[src/rtl/mux_scan_defs.sv]
// rtl/mux_scan_defs.sv - shared state encodings and counter width for the mux channel scanner
package mux_scan_defs;

    typedef enum logic [1:0] {
        IDLE = 2'd0,
        SCAN = 2'd1,
        DONE = 2'd2
    } scan_state_t;

    localparam int CNT_W = 4;

    // Terminal settle count for a given hold time, truncated to the counter width.
    function automatic logic [CNT_W-1:0] settle_last(input int settle);
        return CNT_W'(settle - 1);
    endfunction

endpackage

[src/rtl/mux_scan_ctrl_settle_cnt.sv]
// rtl/mux_scan_ctrl_settle_cnt.sv - loadable settle counter, tick on the last hold cycle of a channel
module settle_cnt
    import mux_scan_defs::*;
#(
    parameter int SETTLE = 1
) (
    input  logic             clk,
    input  logic             rst,
    input  logic             clr,
    input  logic             en,
    output logic             tick,
    output logic [CNT_W-1:0] cnt
);

    localparam logic [CNT_W-1:0] LAST_CNT = settle_last(SETTLE);
    localparam logic [CNT_W-1:0] ONE_CNT  = CNT_W'(1);

    // Combinational tick so the FSM samples on the same edge the count wraps.
    assign tick = en && (cnt == LAST_CNT);

    always_ff @(posedge clk or posedge rst) begin
        if (rst) begin
            cnt <= '0;
        end else if (clr) begin
            cnt <= '0;
        end else if (en) begin
            if (cnt == LAST_CNT) begin
                cnt <= '0;
            end else begin
                cnt <= cnt + ONE_CNT;
            end
        end
    end

endmodule

[src/rtl/mux_scan_ctrl.sv]
// rtl/mux_scan_ctrl.sv - sequences the mux select, samples Y per channel and hands off the word on valid/ready
module mux_scan_ctrl
    import mux_scan_defs::*;
#(
    parameter int SEL_W  = 2,
    parameter int SETTLE = 1
) (
    input  logic                  clk,
    input  logic                  rst,
    input  logic                  start,
    output logic [SEL_W-1:0]      S,
    input  logic                  Y,
    output logic                  busy,
    output logic [(2**SEL_W)-1:0] data_out,
    output logic                  data_valid,
    input  logic                  data_ready
);

    localparam int               N_CH     = 2 ** SEL_W;
    localparam logic [SEL_W-1:0] LAST_SEL = SEL_W'(N_CH - 1);
    localparam logic [SEL_W-1:0] ONE_SEL  = SEL_W'(1);

    scan_state_t      state;
    logic [N_CH-1:0]  shadow;
    logic             cnt_clr;
    logic             cnt_en;
    logic             tick;
    logic [CNT_W-1:0] cnt;

    // Every fresh scan starts the settle count at zero, whether from IDLE or a back-to-back restart.
    assign cnt_clr = start && ((state == IDLE) || ((state == DONE) && data_ready));
    assign cnt_en  = (state == SCAN);

    settle_cnt #(
        .SETTLE (SETTLE)
    ) u_settle_cnt (
        .clk  (clk),
        .rst  (rst),
        .clr  (cnt_clr),
        .en   (cnt_en),
        .tick (tick),
        .cnt  (cnt)
    );

    always_ff @(posedge clk or posedge rst) begin
        if (rst) begin
            state      <= IDLE;
            S          <= '0;
            busy       <= 1'b0;
            data_valid <= 1'b0;
            data_out   <= '0;
            shadow     <= '0;
        end else begin
            case (state)
                IDLE: begin
                    S <= '0;
                    if (start) begin
                        state <= SCAN;
                        busy  <= 1'b1;
                    end
                end

                SCAN: begin
                    if (tick) begin
                        shadow[S] <= Y;
                        if (S == LAST_SEL) begin
                            // The last channel's bit bypasses the shadow so the word lands on this edge.
                            state      <= DONE;
                            busy       <= 1'b0;
                            data_valid <= 1'b1;
                            data_out   <= {Y, shadow[N_CH-2:0]};
                            S          <= '0;
                        end else begin
                            S <= S + ONE_SEL;
                        end
                    end
                end

                DONE: begin
                    S <= '0;
                    if (data_ready) begin
                        data_valid <= 1'b0;
                        if (start) begin
                            state <= SCAN;
                            busy  <= 1'b1;
                        end else begin
                            state <= IDLE;
                        end
                    end
                end

                default: begin
                    state      <= IDLE;
                    S          <= '0;
                    busy       <= 1'b0;
                    data_valid <= 1'b0;
                end
            endcase
        end
    end

endmodule

[config.mk]
export PLATFORM = sky130hd
export DESIGN_NAME = mux_scan_ctrl
export DESIGN_NICKNAME = d
export VERILOG_FILES = /design/src/rtl/mux_scan_defs.sv /design/src/rtl/mux_scan_ctrl_settle_cnt.sv /design/src/rtl/mux_scan_ctrl.sv
export SDC_FILE = /design/constraint.sdc
export NUM_CORES = 1
export LEC_CHECK = 0
export CAP_MARGIN = 20
export CORE_UTILIZATION = 45
export CTS_CLUSTER_SIZE = 24
export DETAILED_ROUTE_END_ITERATION = 6
export GPL_TIMING_DRIVEN = 0
export PLACE_DENSITY = 0.77
export SLEW_MARGIN = 20
export SYNTH_ARGS = -nofsm -noshare
export SYNTH_HDL_FRONTEND = slang
export SYNTH_SLANG_ARGS = --single-unit
[constraint.sdc]
create_clock -name clk -period 5 [get_ports clk]
set_input_delay 1 -clock clk [delete_from_list [all_inputs] [get_ports clk]]
set_output_delay 1 -clock clk [all_outputs]
set_load 0.05 [all_outputs]
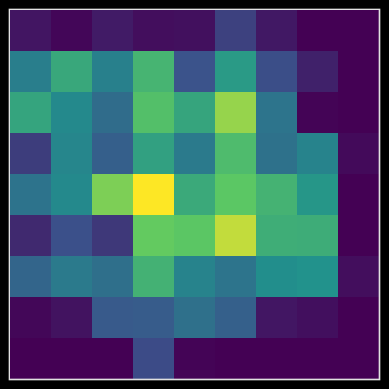
**Above:** run 1 (wire density map).
Drawn at 8 px/µm. The die is cut into 9 by 9 equal tiles; dark purple is low, yellow is high, scaled to the fullest tile. Values are wire area over tile area, all layers added.
The mean over all tiles is 0.11. 27% of the tiles are over half the peak. The emptiest ninth of the die: top right.

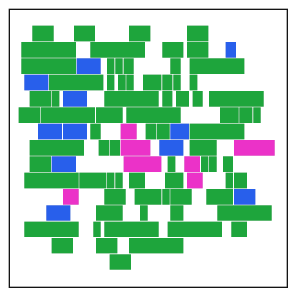
**Above:** run 1 (drive-strength map).
Drawn at 6 px/µm.
x1 and smaller: marked green, cells 75. x3 and x4: marked magenta, cells 7. x2: marked blue, cells 11.

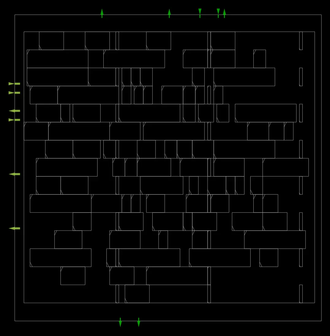
**Above:** run 1 (cell outlines without signal wires).
well tap count: 25
post-route non-filler standard cell count: 118
FP Rows: 15
Filler cells: 159

==> results.sh, run 1 <==
# physical design summary
export IMPL_outcome="complete, no violations"
export IMPL_p_switching_w=0.000290
export IMPL_timing_hold_ws_ns=0.489
export IMPL_r2r_start="u_settle_cnt.cnt[0]$_DFFE_PP0P_"
export IMPL_htreeDepth=1
export IMPL_critPathMaxStageDelay_ns=0.84
export IMPL_port_buffers=12
export IMPL_post_cts_resized=0
export IMPL_synth_area_um2=875
export IMPL_postLayoutCoreUtil=0.592
export IMPL_clock_root_buffer="clkbuf_4"
export IMPL_pg_comb_w=0.000345
export IMPL_postCtsSetupRepairBufs=0
export IMPL_grt_max_degree=18
export IMPL_crit_fanout=6
export IMPL_tightest_slew_ns=0.618
export IMPL_yosysMostFrequentCell="dfrtp_1"
export IMPL_top_regs="data_out (4), u_settle_cnt.cnt (4), shadow (3)"
export IMPL_chip_area_um2=2120
export IMPL_layout_setup_ws_ns=2.41
export IMPL_crit_buf_inv=1
export IMPL_avgRoutedWirePerCell_um=12.6
export IMPL_area_leaders="dfrtp_1 (49%), mux2_2 (10%), ha_1 (8.6%)"
export IMPL_inverters=7
export IMPL_final_clk_cell_share=0.0284
export IMPL_ioPinCount=13
export IMPL_ys_sh_mux=0.126
export IMPL_buffers=13
export IMPL_first_iter_violations=13
export IMPL_finalCritPeriodShare=0.518
export IMPL_regArea_um2=425
export IMPL_min_period_ns=2.59
export IMPL_synth_flops=17
export IMPL_leakagePower_nw=0.469
export IMPL_min_to="data_valid$_DFFE_PP0P_"
export IMPL_sh_seq_area=0.403
export IMPL_grt_overflow_total=0
export IMPL_fin_skew_ns=0.00962
export IMPL_dp_cells=114
export IMPL_pre_cts_ws_ns=2.73
export IMPL_route_vias_total=604
export IMPL_drv_slew=0
export IMPL_hold_start="data_valid$_DFFE_PP0P_"
export IMPL_chipHeight_um=46.1
export IMPL_layout_top_cells="dfrtp_1 (17), clkdlybuf4s50_1 (12), mux2_2 (8)"
export IMPL_reg2reg_to="data_out[2]$_DFFE_PP0P_"
export IMPL_via_per_inst=5.12
export IMPL_warnings=30
export IMPL_seq_cell_power_w=0.000238
export IMPL_synthArstFlopShare=1.00
export IMPL_ys_cells=77
export IMPL_p_sw_frac=0.440
export IMPL_grt_pass1_vias=586
export IMPL_wl_um=1480
export IMPL_ff_type="dfrtp_1"
export IMPL_synthCells=77
export IMPL_finalSetupTns_ns=0
export IMPL_grt_pass1_wl_um=2540
export IMPL_largest_cell_class="flip-flops and latches"
export IMPL_ys_types=24
export IMPL_buf_share=0.118
export IMPL_nMultiInputCombCells=52
export IMPL_p_total_w=0.000660
export IMPL_logic_family="simple AND/OR/NAND/NOR gates"
export IMPL_p_clk_w=0.0000764
export IMPL_ant_nets=0
export IMPL_track_usage=0.175
export IMPL_antenna_found_initial=0
export IMPL_xor_area_frac=0.0100
export IMPL_finalWeightedCongestion=0.775
export IMPL_nets=105
export IMPL_r2r_slack_ns=3.26
export IMPL_worst_setup_path_start_kind="flip-flop"
export IMPL_n_clock_buffer=3
export IMPL_dp_final_hpwl_um=1080
export IMPL_layout_cells_most_common="dfrtp_1"
export IMPL_r2r_cells=5
export IMPL_numCtsBuffers=3
export IMPL_yosys_stat_seqShare=0.486
export IMPL_cts_sinks=17
export IMPL_rsz0062_at_grt="no"
export IMPL_die_w_um=46.1
export IMPL_fa_ha_area_frac=0.0858
export IMPL_clock_latency_ns=0.30
export IMPL_crit_chain="clkdlybuf4s50_1"
export IMPL_diodes=0
export IMPL_yosys_area_share_simple=0.169
export IMPL_seq_cell_count=17
export IMPL_syn_avg_cell_area_um2=11.4
export IMPL_fmax_mhz=386
export IMPL_crit_family="buffers and inverters"
export IMPL_synth_edff_count=0
export IMPL_cts_buffer_depth=2
export IMPL_p_comb_frac=0.523
export IMPL_cts_hold_buf=0
export IMPL_fp_utilization=0.491
export IMPL_final_hold_violation_count=0
export IMPL_powerDensity_nw_per_um2=625
export IMPL_ys_area_um2=875
export IMPL_pwr_share_seq=0.361
export IMPL_cp_arrival_ns=1.59
export IMPL_synth_top_area_share=0.486
export IMPL_p_clk_frac=0.116
export IMPL_power_group_top="combinational logic"
-- run 1: worst max-delay path by stage --
stage / endpoint / slack (ns) / from / depth (start not counted)
2_1_floorplan: S[0] / 3.33 / S[0]$_DFFE_PP0P_ / 0
3_3_place_gp: S[0] / 2.74 / S[0]$_DFFE_PP0P_ / 1
3_5_place_dp: S[0] / 2.73 / S[0]$_DFFE_PP0P_ / 1
4_1_cts: S[0] / 2.40 / S[0]$_DFFE_PP0P_ / 1
5_1_grt: S[0] / 2.34 / S[0]$_DFFE_PP0P_ / 1
6_report: S[0] / 2.41 / S[0]$_DFFE_PP0P_ / 1
-- run 1: layer usage --
layer	vias up	part of all wire	track usage
li1	298	-	-
met2	10	0.51	0.279
met5	-	0	0
met1	294	0.44	0.217
met4	0	0.0067	0.0588
met3	2	0.038	0.0667
**Run 1: where the registers sit**

Drawn at 8 px/µm. Other sequential cells in the stronger gray, the rest of the logic in the fainter gray.
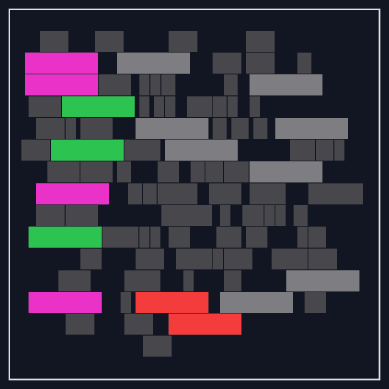

==> run 2, diff against run 1 <==
--- a/config.mk
+++ b/config.mk
@@ -10,7 +10,7 @@
 export CTS_CLUSTER_SIZE = 24
 export DETAILED_ROUTE_END_ITERATION = 6
 export GPL_TIMING_DRIVEN = 0
-export PLACE_DENSITY = 0.77
+export PLACE_DENSITY = 0.8
 export SLEW_MARGIN = 20
 export SYNTH_ARGS = -nofsm -noshare
 export SYNTH_HDL_FRONTEND = slang
==> constraint.sdc (replaced) <==
create_clock -name clk -period 2.1 [get_ports clk]
set_input_delay 0.42 -clock clk [delete_from_list [all_inputs] [get_ports clk]]
set_output_delay 0.42 -clock clk [all_outputs]
set_load 0.05 [all_outputs]
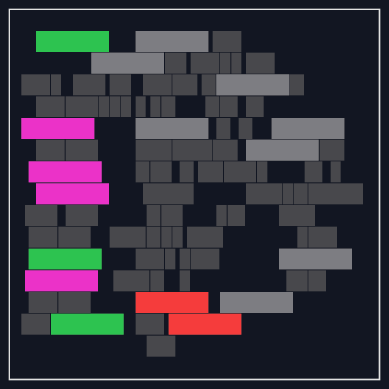
**Above:** run 2 (where the registers sit).
Drawn at 8 px/µm. Other sequential cells in the stronger gray, the rest of the logic in the fainter gray.
data_out: marked magenta, sequential cells 4, where left middle. shadow: marked green, sequential cells 3. S: marked red, sequential cells 2.
Another 8 sequential cells are not colored.

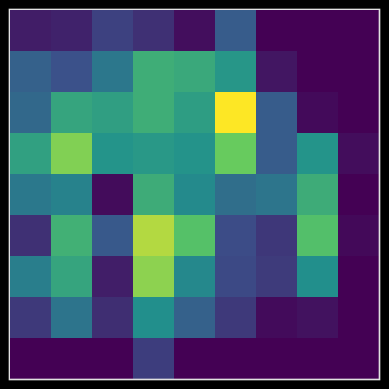
**Above:** run 2 (wire density map).
Drawn at 8 px/µm. The die is cut into 9 by 9 equal tiles; dark purple is low, yellow is high, scaled to the fullest tile. Values are wire area over tile area, all layers added.
The emptiest ninth of the die: top right. The fullest tile reaches 0.36. The densest ninth of the die: middle. 28% of the tiles are over half the peak. 21% of the tiles are nearly empty.

==> run 2 against run 1 <==
Compared with the run above:
- die size unchanged
- clock power increased by 130%
- worst hold slack improved by 0.0064 ns
- setup slack got worse by 2.3 ns
- combinational power increased by 140%
==> results.sh, run 2 <==
# physical design summary
export IMPL_outcome="complete, no violations"
export IMPL_powerDensity_nw_per_um2=1480
export IMPL_yosysMostFrequentCell="dfrtp_1"
export IMPL_n_clock_buffer=3
export IMPL_p_clk_w=0.000173
export IMPL_htreeDepth=1
export IMPL_syn_avg_cell_area_um2=11.4
export IMPL_timing_hold_ws_ns=0.495
export IMPL_warnings=30
export IMPL_area_growth_pct=20.5
export IMPL_pg_comb_w=0.000821
export IMPL_fp_row_count=15
export IMPL_top_layer_used="met4"
export IMPL_cap_violations=0
export IMPL_cp_num_cells=1
export IMPL_layout_top_cells="dfrtp_1 (17), clkdlybuf4s50_1 (12), mux2_2 (8)"
export IMPL_rsz0062_at_grt="no"
export IMPL_cts_sinks=17
export IMPL_top_regs="data_out (4), u_settle_cnt.cnt (4), shadow (3)"
export IMPL_ioPinCount=13
export IMPL_crit_buf_inv=1
export IMPL_r2r_cells=5
export IMPL_p_comb_frac=0.525
export IMPL_synth_flops=17
export IMPL_postCtsSetupRepairBufs=0
export IMPL_numCtsBuffers=3
export IMPL_dp_cells=114
export IMPL_p_sw_frac=0.438
export IMPL_antenna_found_initial=0
export IMPL_synth_largest_area_cell="dfrtp_1"
export IMPL_nets=105
export IMPL_nMultiInputCombCells=52
export IMPL_end_kind="output port"
export IMPL_pre_cts_ws_ns=0.390
export IMPL_critPathMaxStageDelay_ns=0.84
export IMPL_buffers=13
export IMPL_ys_types=24
export IMPL_regArea_um2=425
export IMPL_first_iter_violations=27
export IMPL_postLayoutCoreUtil=0.591
export IMPL_port_buffers=12
export IMPL_inverters=7
export IMPL_common_cells="dfrtp_1 (17), mux2_2 (8), inv_1 (7)"
export IMPL_cts_hold_buf=0
export IMPL_synth_edff_count=0
export IMPL_seq_cell_count=17
export IMPL_ant_nets=0
export IMPL_gr_usage_met3=0.0353
export IMPL_chip_area_um2=2120
export IMPL_power_group_top="combinational logic"
export IMPL_cts_buffer_depth=2
export IMPL_grt_overflow_total=0
export IMPL_grt_pass1_wl_um=2480
export IMPL_ys_cells=77
export IMPL_firstDrtPassIters=4
export IMPL_ff_type="dfrtp_1"
export IMPL_p_total_w=0.00156
export IMPL_synthArstFlopShare=1.00
export IMPL_seq_cell_power_w=0.000569
export IMPL_yosys_stat_seqShare=0.486
export IMPL_busiest_layer="met2"
export IMPL_met2_length_um=772
export IMPL_wl_um=1490
export IMPL_synthCells=77
export IMPL_avgRoutedWirePerCell_um=12.6
export IMPL_finalSetupTns_ns=0
export IMPL_synth_net_count=88
export IMPL_drive_gt1_frac=0.194
export IMPL_drv_slew=0
export IMPL_synth_top_area_share=0.486
export IMPL_crit_chain="clkdlybuf4s50_1"
export IMPL_p_clk_frac=0.111
export IMPL_finalWeightedCongestion=0.733
export IMPL_crit_type="flip-flop to output port"
export IMPL_p_switching_w=0.000685
export IMPL_comb_cell_share=0.397
export IMPL_cp_arrival_ns=1.59
export IMPL_ys_warnings_count=0
export IMPL_clock_latency_ns=0.29
export IMPL_crit_family="buffers and inverters"
export IMPL_finalCritPeriodShare=0.955
export IMPL_diodes=0
export IMPL_chipHeight_um=46.1
export IMPL_instances_no_fill=118
export IMPL_via_per_inst=5.05
export IMPL_fmax_mhz=499
export IMPL_leakagePower_nw=0.473
export IMPL_area_leaders="dfrtp_1 (49%), mux2_2 (10%), ha_1 (8.6%)"
export IMPL_fin_skew_ns=0.00503
export IMPL_max_slew_margin_rel=0.576
export IMPL_ir_drop_mv=0.760
export IMPL_r2r_slack_ns=0.39
export IMPL_route_vias_total=596
export IMPL_buf_share=0.119
export IMPL_logic_area_um2=418
export IMPL_fillers=144
export IMPL_crit_required_ns=1.68
export IMPL_placed_cell_area_um2=1030
export IMPL_ys_area_um2=875
export IMPL_clock_root_buffer="clkbuf_4"
export IMPL_wirelength_met1_um=648
export IMPL_layout_setup_ws_ns=0.0943
export IMPL_grt_pass1_vias=585
export IMPL_largest_cell_class="flip-flops and latches"
export IMPL_globalRouteMet1Util=0.196
export IMPL_worst_setup_path_start_kind="flip-flop"
export IMPL_layout_cells_most_common="dfrtp_1"
export IMPL_synth_area_um2=875
export IMPL_hold_class="input port to asynchronous set/reset pin"
export IMPL_path_clk_slew_ns=0.10
export IMPL_crit_fanout=6
export IMPL_die_w_um=46.1
export IMPL_track_usage=0.170
export IMPL_min_period_ns=2.01
export IMPL_final_clk_cell_share=0.0261
export IMPL_final_hold_violation_count=0
export IMPL_tightest_slew_ns=0.636
export IMPL_cts_tree="done"
export IMPL_post_route_cell_area_um2=1050
export IMPL_setup_violations=0
export IMPL_tap_cells=25
export IMPL_wl_met3_um=46
export IMPL_pwr_share_seq=0.364
export IMPL_fp_utilization=0.491
export IMPL_sh_seq_area=0.404
export IMPL_core_area_um2=1780
export IMPL_dp_final_hpwl_um=1110
export IMPL_grt_max_degree=18
export IMPL_post_cts_resized=0
export IMPL_use_met2=0.293
export IMPL_remaining_drc_errors=0
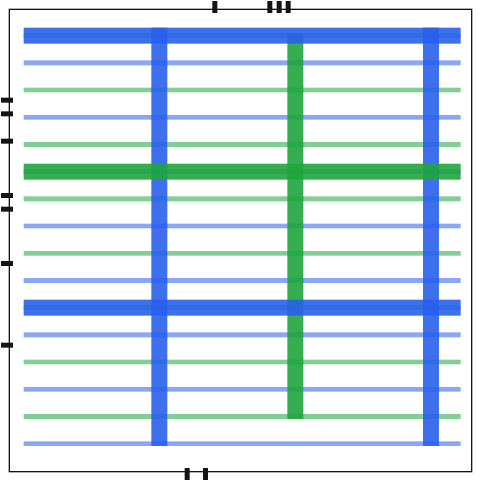
**Above:** run 2 (PDN straps and rails).
Drawn at 10 px/µm. Pins as bars on the die edge.
VDD: marked green. VSS: marked blue.
The core has 15 rows. 3 straps on met5.

run 2: logic make-up after synthesis:
kind of cell	Yosys count	share of synthesized area
simple gates	23	0.169
flops	17	0.486
compound gates	12	0.0873
mux	10	0.126
buf+inv	8	0.0358
fa+ha+maj	6	0.0858
xor+xnor	1	0.0100
run 2: path summary, 6_finish.rpt:
path | start | endpoint
setup / recovery | S[0]$_DFFE_PP0P_ | S[0]
hold / removal | rst | shadow[1]$_DFFE_PP0P_
setup reg to reg | u_settle_cnt.cnt[0]$_DFFE_PP0P_ | data_out[2]$_DFFE_PP0P_
hold reg to reg | data_valid$_DFFE_PP0P_ | data_valid$_DFFE_PP0P_
max in group asynchronous | rst | u_settle_cnt.cnt[2]$_DFFE_PP0P_
min in group clk | data_valid$_DFFE_PP0P_ | data_valid$_DFFE_PP0P_
**Run 2: cell outlines without signal wires**

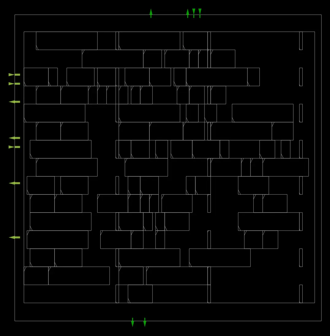

==> run 3, diff against run 2 <==
==> constraint.sdc (replaced) <==
create_clock -name clk -period 1.6 [get_ports clk]
set_input_delay 0.32 -clock clk [delete_from_list [all_inputs] [get_ports clk]]
set_output_delay 0.32 -clock clk [all_outputs]
set_load 0.05 [all_outputs]
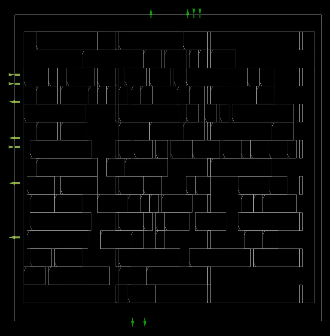
**Above:** run 3 (cell outlines without signal wires).
Core Util, Final: 0.631
Filler cells: 143

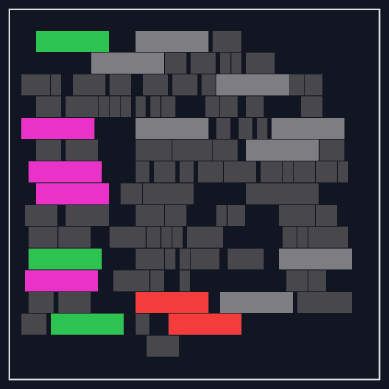
**Above:** run 3 (where the registers sit).
Drawn at 8 px/µm. Other sequential cells in the stronger gray, the rest of the logic in the fainter gray.
shadow: marked green, sequential cells 3. S: marked red, sequential cells 2. data_out: marked magenta, sequential cells 4, where left middle.

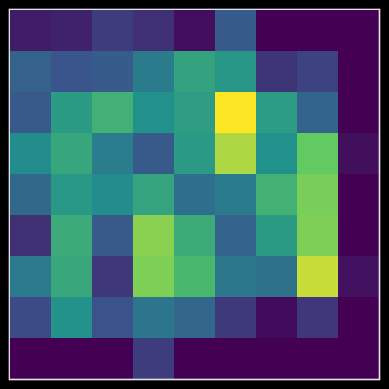
**Above:** run 3 (wire density map).
Drawn at 8 px/µm. The die is cut into 9 by 9 equal tiles; dark purple is low, yellow is high, scaled to the fullest tile. Values are wire area over tile area, all layers added.
20% of the tiles are nearly empty. 33% of the tiles are over half the peak. The emptiest ninth of the die: top right.

==> run 3 against run 2 <==
Compared with the run above:
- count of clock-buffer cells in the layout stayed put
- register-to-register slack worse by 0.36 ns
- final area is 6.8% higher
- sequential power is 32% higher
- die size stayed put
- flip-flop count stayed put
- global-route usage is 1.6 points higher
- highest routed layer unchanged
==> results.sh, run 3 <==
# physical design summary
export IMPL_final_hold_violation_count=0
export IMPL_top_regs="data_out (4), u_settle_cnt.cnt (4), shadow (3)"
export IMPL_port_buffers=12
export IMPL_finalWeightedCongestion=0.733
export IMPL_area_growth_pct=28.6
export IMPL_crit_buf_inv=2
export IMPL_outcome="complete, no violations"
export IMPL_buffers=19
export IMPL_layout_setup_ws_ns=0.0340
export IMPL_grt_overflow_total=0
export IMPL_synth_edff_count=0
export IMPL_ys_warnings_count=0
export IMPL_crit_fanout=4
export IMPL_r2r_cells=6
export IMPL_wl_met3_um=35
export IMPL_ant_nets=0
export IMPL_layout_cells_most_common="dfrtp_1"
export IMPL_nets=112
export IMPL_powerDensity_nw_per_um2=1970
export IMPL_sh_seq_area=0.378
export IMPL_max_slew_margin_rel=0.574
export IMPL_globalRouteMet1Util=0.219
export IMPL_crit_required_ns=1.78
export IMPL_avgRoutedWirePerCell_um=13.6
export IMPL_ioPinCount=13
export IMPL_numCtsBuffers=3
export IMPL_ff_type="dfrtp_1"
export IMPL_logic_area_um2=455
export IMPL_finalSetupTns_ns=0
export IMPL_pre_cts_ws_ns=-0.110
export IMPL_synth_area_um2=875
export IMPL_fp_utilization=0.491
export IMPL_drive_gt1_frac=0.310
export IMPL_end_kind="flip-flop"
export IMPL_warnings=31
export IMPL_firstDrtPassIters=4
export IMPL_seq_cell_count=17
export IMPL_rsz0062_at_grt="yes"
export IMPL_synth_flops=17
export IMPL_drv_slew=0
export IMPL_yosysMostFrequentCell="dfrtp_1"
export IMPL_placed_cell_area_um2=1030
export IMPL_synth_top_area_share=0.486
export IMPL_instances_no_fill=125
export IMPL_met2_length_um=916
export IMPL_cp_startpoint="u_settle_cnt.cnt[0]$_DFFE_PP0P_"
export IMPL_grt_pass1_wl_um=2710
export IMPL_p_clk_w=0.000227
export IMPL_min_period_ns=1.57
export IMPL_first_iter_violations=16
export IMPL_chipHeight_um=46.1
export IMPL_timing_hold_ws_ns=0.404
export IMPL_post_route_cell_area_um2=1120
export IMPL_p_sw_frac=0.441
export IMPL_regArea_um2=425
export IMPL_pg_comb_w=0.00124
export IMPL_cp_num_cells=6
export IMPL_common_cells="dfrtp_1 (17), mux2_2 (8), inv_1 (7)"
export IMPL_hold_class="input port to asynchronous set/reset pin"
export IMPL_htreeDepth=1
export IMPL_ir_drop_mv=1.04
export IMPL_p_total_w=0.00221
export IMPL_nMultiInputCombCells=53
export IMPL_diodes=0
export IMPL_path_clk_slew_ns=0.10
export IMPL_antenna_found_initial=0
export IMPL_crit_type="flip-flop to flip-flop"
export IMPL_dp_final_hpwl_um=1110
export IMPL_synth_largest_area_cell="dfrtp_1"
==> run 3: cell counts after synthesis <==
No cell type changed its count.
==> run 3: logic make-up (layout without fill, tap and decap cells) <==
logic type      Yosys count  count (layout)  synth area share
simple gates             23              24             0.169
flops                    17              17             0.486
compound gates           12              12            0.0873
mux                      10              10             0.126
buf+inv                   8              30            0.0358
fa+ha+maj                 6               6            0.0858
xor+xnor                  1               1            0.0100
==> run 3: repair_timing <==
| action | 4_1_cts | 5_1_grt |
|---|---|---|
| resized | 12 | 7 |
| setup buffers | 3 | 3 |
| pin swaps | 1 | 2 |
| setup endpoints to repair | 16 | 6 |
| cloned | 1 | 0 |
No activity file was given, so power comes from the tool's default toggle rates.
